### config.mk
export PLATFORM = sky130hd
export DESIGN_NAME = host_cmd_initiator
export DESIGN_NICKNAME = d
export VERILOG_FILES = /design/src/rtl/host_cmd_initiator.sv
export SDC_FILE = /design/constraint.sdc
export NUM_CORES = 1
export LEC_CHECK = 0
export CAP_MARGIN = 10
export CELL_PAD_IN_SITES_DETAIL_PLACEMENT = 1
export CELL_PAD_IN_SITES_GLOBAL_PLACEMENT = 1
export CORE_MARGIN = 2
export CORE_UTILIZATION = 38
export DETAILED_ROUTE_END_ITERATION = 12
export PLACE_DENSITY = 0.75
export SYNTH_ARGS = -nofsm -noshare
export SYNTH_HDL_FRONTEND = slang
export SYNTH_SLANG_ARGS = --single-unit
### constraint.sdc
create_clock -name Clk -period 2.3 [get_ports Clk]
set_clock_uncertainty 0.1 [all_clocks]
set_input_delay 0.575 -clock Clk [delete_from_list [all_inputs] [get_ports Clk]]
set_output_delay 0.575 -clock Clk [all_outputs]
set_load 0.01 [all_outputs]
### src/rtl/host_cmd_initiator.sv
// Host-side initiator: shifts an activation key to the memory access controller,
// issues one read/write command and follows the controller's Busy handshake.
module host_cmd_initiator #(
  parameter int                    KEY_WIDTH = 4,
  parameter logic [KEY_WIDTH-1:0]  KEY_VALUE = 4'b1011,
  parameter int                    TIMEOUT   = 16
) (
  input  logic       Clk,
  input  logic       Reset,
  input  logic       Start,
  input  logic       ReqRW,
  input  logic       Active,
  input  logic       Busy,
  output logic       InputKey,
  output logic       ValidCmd,
  output logic       RW,
  output logic       HostBusy,
  output logic       Done,
  output logic       Error,
  output logic [2:0] dbg_state
);

  localparam int CW = $clog2(TIMEOUT) + 1;
  localparam int IW = (KEY_WIDTH > 1) ? $clog2(KEY_WIDTH) : 1;
  localparam logic [IW-1:0] LAST_IDX = IW'(KEY_WIDTH - 1);
  localparam logic [CW-1:0] TO_LAST  = CW'(TIMEOUT - 1);

  typedef enum logic [2:0] {
    IDLE         = 3'd0,
    SEND_KEY     = 3'd1,
    WAIT_ACTIVE  = 3'd2,
    CMD          = 3'd3,
    WAIT_BUSY_HI = 3'd4,
    WAIT_BUSY_LO = 3'd5,
    FINISH       = 3'd6,
    ABORT        = 3'd7
  } state_e;

  state_e        state_q, state_d;
  logic [IW-1:0] idx_q, idx_d;
  logic [CW-1:0] cnt_q, cnt_d;
  logic          rw_q, rw_d;
  logic          input_key_q, input_key_d;
  logic          valid_cmd_q, valid_cmd_d;
  logic          host_busy_q, host_busy_d;
  logic          done_q, done_d;
  logic          error_q, error_d;
  logic          timed_out;

  assign timed_out = (cnt_q == TO_LAST);

  always_comb begin
    state_d = state_q;
    idx_d   = idx_q;
    rw_d    = rw_q;
    unique case (state_q)
      IDLE: begin
        if (Start) begin
          rw_d    = ReqRW;
          idx_d   = '0;
          state_d = Active ? CMD : SEND_KEY;
        end
      end
      SEND_KEY: begin
        if (idx_q == LAST_IDX) state_d = WAIT_ACTIVE;
        else                   idx_d   = idx_q + 1'b1;
      end
      WAIT_ACTIVE: begin
        if (Active)         state_d = CMD;
        else if (timed_out) state_d = ABORT;
      end
      CMD: state_d = WAIT_BUSY_HI;
      WAIT_BUSY_HI: begin
        if (Busy)           state_d = WAIT_BUSY_LO;
        else if (timed_out) state_d = ABORT;
      end
      WAIT_BUSY_LO: begin
        if (!Busy)          state_d = FINISH;
        else if (timed_out) state_d = ABORT;
      end
      FINISH:  state_d = IDLE;
      ABORT:   state_d = IDLE;
      default: state_d = IDLE;
    endcase

    // Any state change restarts the wait budget; otherwise count up and stick at max.
    if (state_d != state_q)  cnt_d = '0;
    else if (cnt_q == '1)    cnt_d = cnt_q;
    else                     cnt_d = cnt_q + 1'b1;

    // Key bit, busy and done track the state being entered so they line up with it.
    input_key_d = (state_d == SEND_KEY) ? KEY_VALUE[LAST_IDX - idx_d] : 1'b0;
    host_busy_d = (state_d != IDLE);
    done_d      = (state_d == FINISH) || (state_d == ABORT);
    error_d     = (state_d == ABORT);
    // The strobe follows the CMD cycle, giving two cycles from an already-active Start.
    valid_cmd_d = (state_q == CMD);
  end

  always_ff @(posedge Clk) begin
    if (!Reset) begin
      state_q     <= IDLE;
      idx_q       <= '0;
      cnt_q       <= '0;
      rw_q        <= 1'b0;
      input_key_q <= 1'b0;
      valid_cmd_q <= 1'b0;
      host_busy_q <= 1'b0;
      done_q      <= 1'b0;
      error_q     <= 1'b0;
    end else begin
      state_q     <= state_d;
      idx_q       <= idx_d;
      cnt_q       <= cnt_d;
      rw_q        <= rw_d;
      input_key_q <= input_key_d;
      valid_cmd_q <= valid_cmd_d;
      host_busy_q <= host_busy_d;
      done_q      <= done_d;
      error_q     <= error_d;
    end
  end

  assign InputKey  = input_key_q;
  assign ValidCmd  = valid_cmd_q;
  assign RW        = rw_q;
  assign HostBusy  = host_busy_q;
  assign Done      = done_q;
  assign Error     = error_q;
  assign dbg_state = state_q;

endmodule

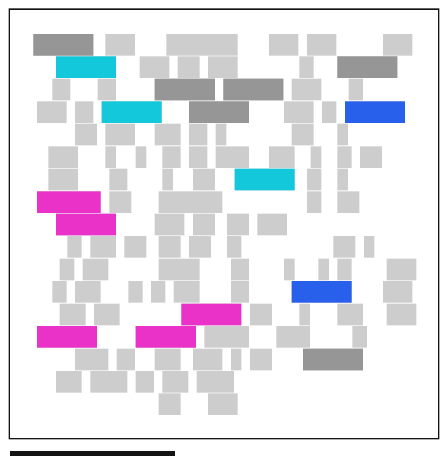
Fig. 1. Sequential cells colored by netlist name (run 1).
The bar under the picture is 20 microns long. Other sequential cells in the stronger gray, the rest of the logic in the fainter gray.
- `idx_q`: blue (sequential cells 2)
- `cnt_q`: magenta (sequential cells 5)
- `dbg_state`: cyan (sequential cells 3)
- not colored: 6
FF+latch area: 321.6 sq um
sequential logic power: 0.359 mW
flop share of the area: 29.54%

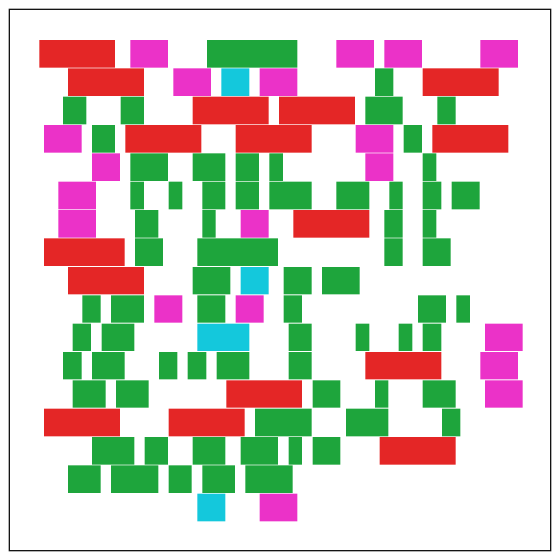
Fig. 2. Placed cells, one color a class (run 1).
- all other logic: green (cells 70; share of their area 49%)
- other buffers and delay cells: magenta (cells 19; share of their area 17%)
- clock drivers and dummy loads: cyan (cells 4; share of their area 3.4%)
- flip-flops: red (cells 16; share of their area 31%)
Cell Rows: 17
Core ar.: 2191 sq um
Finished Cell Area: 1089 sq um
Final Util: 49.69%

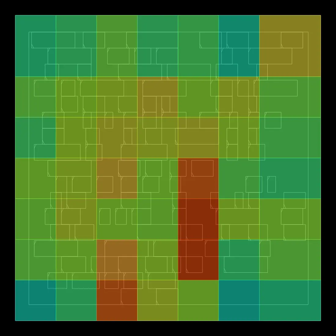
Fig. 3. Routing congestion (run 1).
grt met3 use: 3.448%
GR Util met1: 22.20%

-- run 1: flip-flops by register name, indices dropped and copies added (netlist names) --
name	flops
InputKey	1
dbg_state	3
HostBusy	1
idx_q	2
Done	1
cnt_q	5
RW	1
Error	1
ValidCmd	1
-- run 1: per-layer routing --
metal | vias to the layer above | track usage [%]
met1 | 362 | 22.20
met5 | - | 0
li1 | 375 | -
met4 | 0 | 11.84
met2 | 13 | 32.91
met3 | 5 | 3.448
-- run 1: cells in the final DEF, fill, tap and decap left out, types with 3 or more instances in the layout --
cell	n
dfxtp_1	15
clkdlybuf4s50_1	14
a21oi_1	9
nand2_1	6
o2111ai_1	5
buf_4	5
nor2_1	4
o21ai_0	4
nor2b_1	3
and2_1	3
xnor2_1	3
clkbuf_4	3
-- run 1: stage by stage --
step	power, mW	worst slack, ns
2_1_floorplan	0.5693	0.3038
3_3_place_gp	0.6659	0.01622
4_1_cts	0.8795	0.05205
6_report	0.8693	0.1006
5_1_grt	0.9261	0.002637
3_5_place_dp	0.6793	-0.02537
-- run 1: cells by family (layout without fill, tap and decap cells) --
group | after synthesis | after routing | share of synthesized area (%)
multiplexers | 2 | 2 | 2.450
flip-flops | 16 | 16 | 36.89
XOR/XNOR | 3 | 3 | 3.026
adder cells (fa/ha/maj) | 3 | 3 | 4.323
buffers and inverters | 7 | 25 | 4.611
AND-OR/OR-AND | 29 | 29 | 25.22
AND/OR/NAND/NOR | 31 | 31 | 23.49
-- run 1: power by group --
group | internal (mW) | total (mW) | switching [mW] | leakage, nW
Combinational | 0.158 | 0.315 | 0.157 | 0.267
Clock | 0.0967 | 0.195 | 0.0988 | 0.0210
Sequential | 0.312 | 0.359 | 0.0467 | 0.131
-- run 1: how the worst max path moves through the flow --
| stage | from | endpoint | slack (ns) | depth (start not counted) |
|---|---|---|---|---|
| finish | dbg_state[2] | dbg_state[2] | 0.10 | 1 |
| global route | cnt_q[0] | InputKey | 0.003 | 7 |
| CTS | cnt_q[0] | InputKey | 0.05 | 7 |
| detailed placement | Active | InputKey | -0.03 | 5 |
| global placement | Active | InputKey | 0.02 | 5 |
| floorplan | cnt_q[0] | InputKey | 0.30 | 7 |
-- run 1: tightest hold or removal path, cell delays in order (launching register included) --
cell	delay (ns)
dfxtp_1	0.32
o21ai_0	0.08
a21oi_1	0.08
-- run 1: final cells by class --
type | count | area (sq um) | area share [%]
flip-flops and latches | 16 | 321.6 | 29.54
inverters | 2 | 7.507 | 0.6897
repair buffers | 19 | 177.7 | 16.32
well taps | 28 | 35.03 | 3.218
multi-input cells | 68 | 510.5 | 46.90
clock buffers | 4 | 36.28 | 3.333
-- run 1: timing repair --
action,4_1_cts,5_1_grt
setup buffers,0,0
setup endpoints to repair,0,2
gates resized,0,2
hold buffers,0,0
endpoints found under the hold margin,0,0
==> results.json, run 1 <==
{
  "fp_util_pct": 39.63,
  "crit_family": "buffers and inverters",
  "gp_congestion": 0.6956,
  "cp-start-kind": "flop",
  "cp_slowest_cell": "clkdlybuf4s50_1",
  "status": "finished clean",
  "dr_wl_met2_microns": 1039,
  "yosys.stat.seqShare_pct": 36.89,
  "fin_cells": 137,
  "wl_met1_microns": 967,
  "antenna_found_initial": 0,
  "postRouteWirelength_microns": 2133,
  "yosys-top-cells-count": "dfxtp_1, a21oi_1, nand2_1, o2111ai_1",
  "cp.arrival_ns": 1.52,
  "cts.reportedPaths.clkPinSlew_ns": 0.10,
  "htreeDepth": 1,
  "min_path_cells": 2,
  "grt_usage_pct": 19.28,
  "fillers": 258,
  "ys_types": 38,
  "path_buffers": 1,
  "crit_path_max_fanout": 14,
  "edf_count": 0,
  "grt_max_degree": 15,
  "io_pins": 15,
  "leakage_nw": 0.4188,
  "ys_warn_count": 0,
  "synthesis.nets": 100,
  "antenna_cells": 0,
  "ir_worst_vdd_uv": 486.6,
  "io_buffer_count": 14,
  "cts_tree": "done",
  "drv_cap": 0,
  "drtIter0Drc": 4,
  "slew_headroom_pct": 70.51,
  "slew_violations": 0,
  "dr.pass1.iters": 7,
  "dieArea_sq_um": 2683,
  "met3RoutedLength_microns": 75,
  "rr_endpoint": "InputKey",
  "grt-ovfl-total": 0,
  "most_common_cell": "dfxtp_1"
}
--- run 2 (diff from run 1) ---
--- a/config.mk
+++ b/config.mk
@@ -11,7 +11,9 @@
 export CORE_MARGIN = 2
 export CORE_UTILIZATION = 38
 export DETAILED_ROUTE_END_ITERATION = 12
+export GPL_TIMING_DRIVEN = 0
 export PLACE_DENSITY = 0.75
+export SETUP_SLACK_MARGIN = 0.3
 export SYNTH_ARGS = -nofsm -noshare
 export SYNTH_HDL_FRONTEND = slang
 export SYNTH_SLANG_ARGS = --single-unit
==> results.json, run 2 <==
{
  "ys_types": 38,
  "rows": 17,
  "final_cell_mix": "dfxtp_1, clkdlybuf4s50_1, nand2_1",
  "top_register": "cnt_q",
  "switchingPower_mw": 0.3329,
  "io_pins": 15,
  "fin_cells": 139,
  "path_buffers": 0,
  "leakage_nw": 0.4236,
  "slew_violations": 0,
  "io_buffer_count": 13,
  "synthesis.nets": 100,
  "crit_path_max_fanout": 5,
  "timing.final.ws_setup_ns": 0.3405,
  "ir_worst_vdd_uv": 475.0,
  "antenna_found_initial": 0,
  "yosys-top-cells-count": "dfxtp_1, a21oi_1, nand2_1, o2111ai_1",
  "fp.coreArea_sq_um": 2191,
  "htreeDepth": 1,
  "ys_warn_count": 0,
  "utilization_pct": 53.57,
  "critPathCapture": "InputKey",
  "layout_top_cell": "dfxtp_1",
  "gp_congestion": 0.7308,
  "largest_reg_flops": 5,
  "cts_tree": "done",
  "rr_endpoint": "InputKey",
  "grt_max_degree": 11,
  "yosys.stat.seqShare_pct": 36.89,
  "p_seq_share_pct": 36.0,
  "status": "finished clean",
  "slew_headroom_pct": 70.48,
  "combPwrFrac_pct": 43.1,
  "most_common_cell": "dfxtp_1",
  "grt-ovfl-total": 0,
  "drv_cap": 0,
  "crit_family": "simple AND/OR/NAND/NOR gates",
  "fp_util_pct": 39.63,
  "crit_cells": 7,
  "edf_count": 0,
  "swShare_pct": 35.83,
  "place_worst_setup_slack_ns": -0.05922,
  "antenna_cells": 0,
  "pwr-share-clk_pct": 20.9
}
## run 2: cell counts after synthesis
Identical to the previous run, type by type.
## run 2: timing repair
item / 4_1_cts / 5_1_grt
pin swaps: 3 / 3
buffers inserted: 1 / 2
gates resized: 10 / 11
setup endpoints to repair: 10 / 9
hold buffers: 0 / 0
## run 2: logic make-up after synthesis
kind of cell	after synthesis	share of synthesized area [%]
AOI/OAI and AO/OA	29	25.22
adders and majority gates	3	4.323
xor gates and xnor gates	3	3.026
and+or+nand+nor	31	23.49
buffers and inverters	7	4.611
DFF	16	36.89
muxes	2	2.450
## run 2: worst min-delay path: stages (launching register included)
cell and delay [ns]:
dfxtp_1 0.32, o21ai_0 0.07, a21oi_1 0.06
## run 2: power by group through the flow
stage / registers [mW] / clock network (mW) / logic [mW]
floorplan: 0.348 / 0 / 0.222
global placement: 0.338 / 0 / 0.330
detailed placement: 0.340 / 0 / 0.338
CTS: 0.333 / 0.195 / 0.360
global route: 0.337 / 0.210 / 0.432
finish: 0.334 / 0.194 / 0.401
## run 2: per-stage QoR
step / instance area (sq um) / total power, mW
after detailed placement: 1033 / 0.6782
after global routing: 1174 / 0.9789
after global placement: 1033 / 0.6675
final: 1174 / 0.9291
after CTS: 1111 / 0.8889
after floorplan: 868.3 / 0.5693
## run 2: layout make-up
cell class                      instances  area (sq um)
Fill cell                             244          1017
Timing Repair Buffer                   16         151.4
Buffer                                  5         32.53
Multi-Input combinational cell         68         586.8
Inverter                                2         7.507
Sequential cell                        16         324.1
Tap cell                               28         35.03
Clock buffer                            4         36.28
## run 2: worst min path at each step
| stage | start | end | slack [ns] | depth (start not counted) |
|---|---|---|---|---|
| after floorplan | RW | RW | 0.40 | 2 |
| after detailed placement | RW | RW | 0.38 | 2 |
| after global placement | RW | RW | 0.36 | 2 |
| final | RW | RW | 0.39 | 2 |
| after CTS | RW | RW | 0.39 | 2 |
| after global routing | RW | RW | 0.41 | 2 |
## run 2: layer usage
layer | track usage [%] | wire [microns] | vias up
met5 | 0 | 0 | -
met4 | 10.09 | 48 | 0
met3 | 2.874 | 60 | 5
met2 | 27.78 | 1143 | 17
met1 | 22.95 | 997 | 397
li1 | - | - | 383
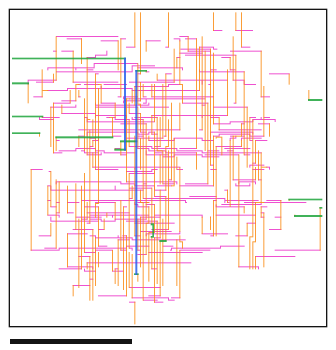
Fig. 4. Routed metal, one color a layer (run 2).
The bar under the picture is 20 microns long.
- met4: blue (wire length 48.3 microns)
- met3: green (wire length 60.7 microns)
- met2: orange (wire length 1,140 microns)
- met1: magenta (wire length 997 microns)
Tot GR Track Use: 17.72%
mean routed wirelength per cell: 16.19 microns
Routed WL: 2250 microns
DR vias: 802

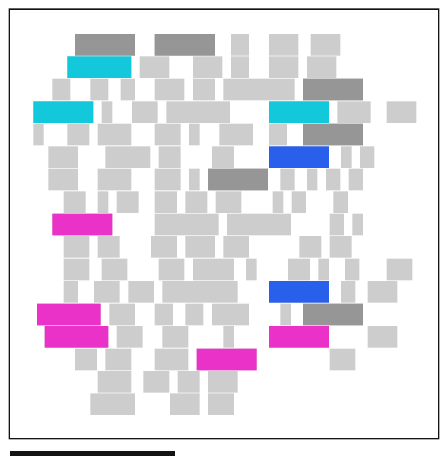
Fig. 5. Sequential cells colored by netlist name (run 2).
The bar under the picture is 20 microns long. Other sequential cells in the stronger gray, the rest of the logic in the fainter gray.
- `dbg_state`: cyan (sequential cells 3)
- `cnt_q`: magenta (sequential cells 5; where lower left)
- `idx_q`: blue (sequential cells 2)
- not colored: 6
sequential logic power: 0.334 mW
FF+latch area: 324.1 sq um

Power and IR drop assume default switching activity.
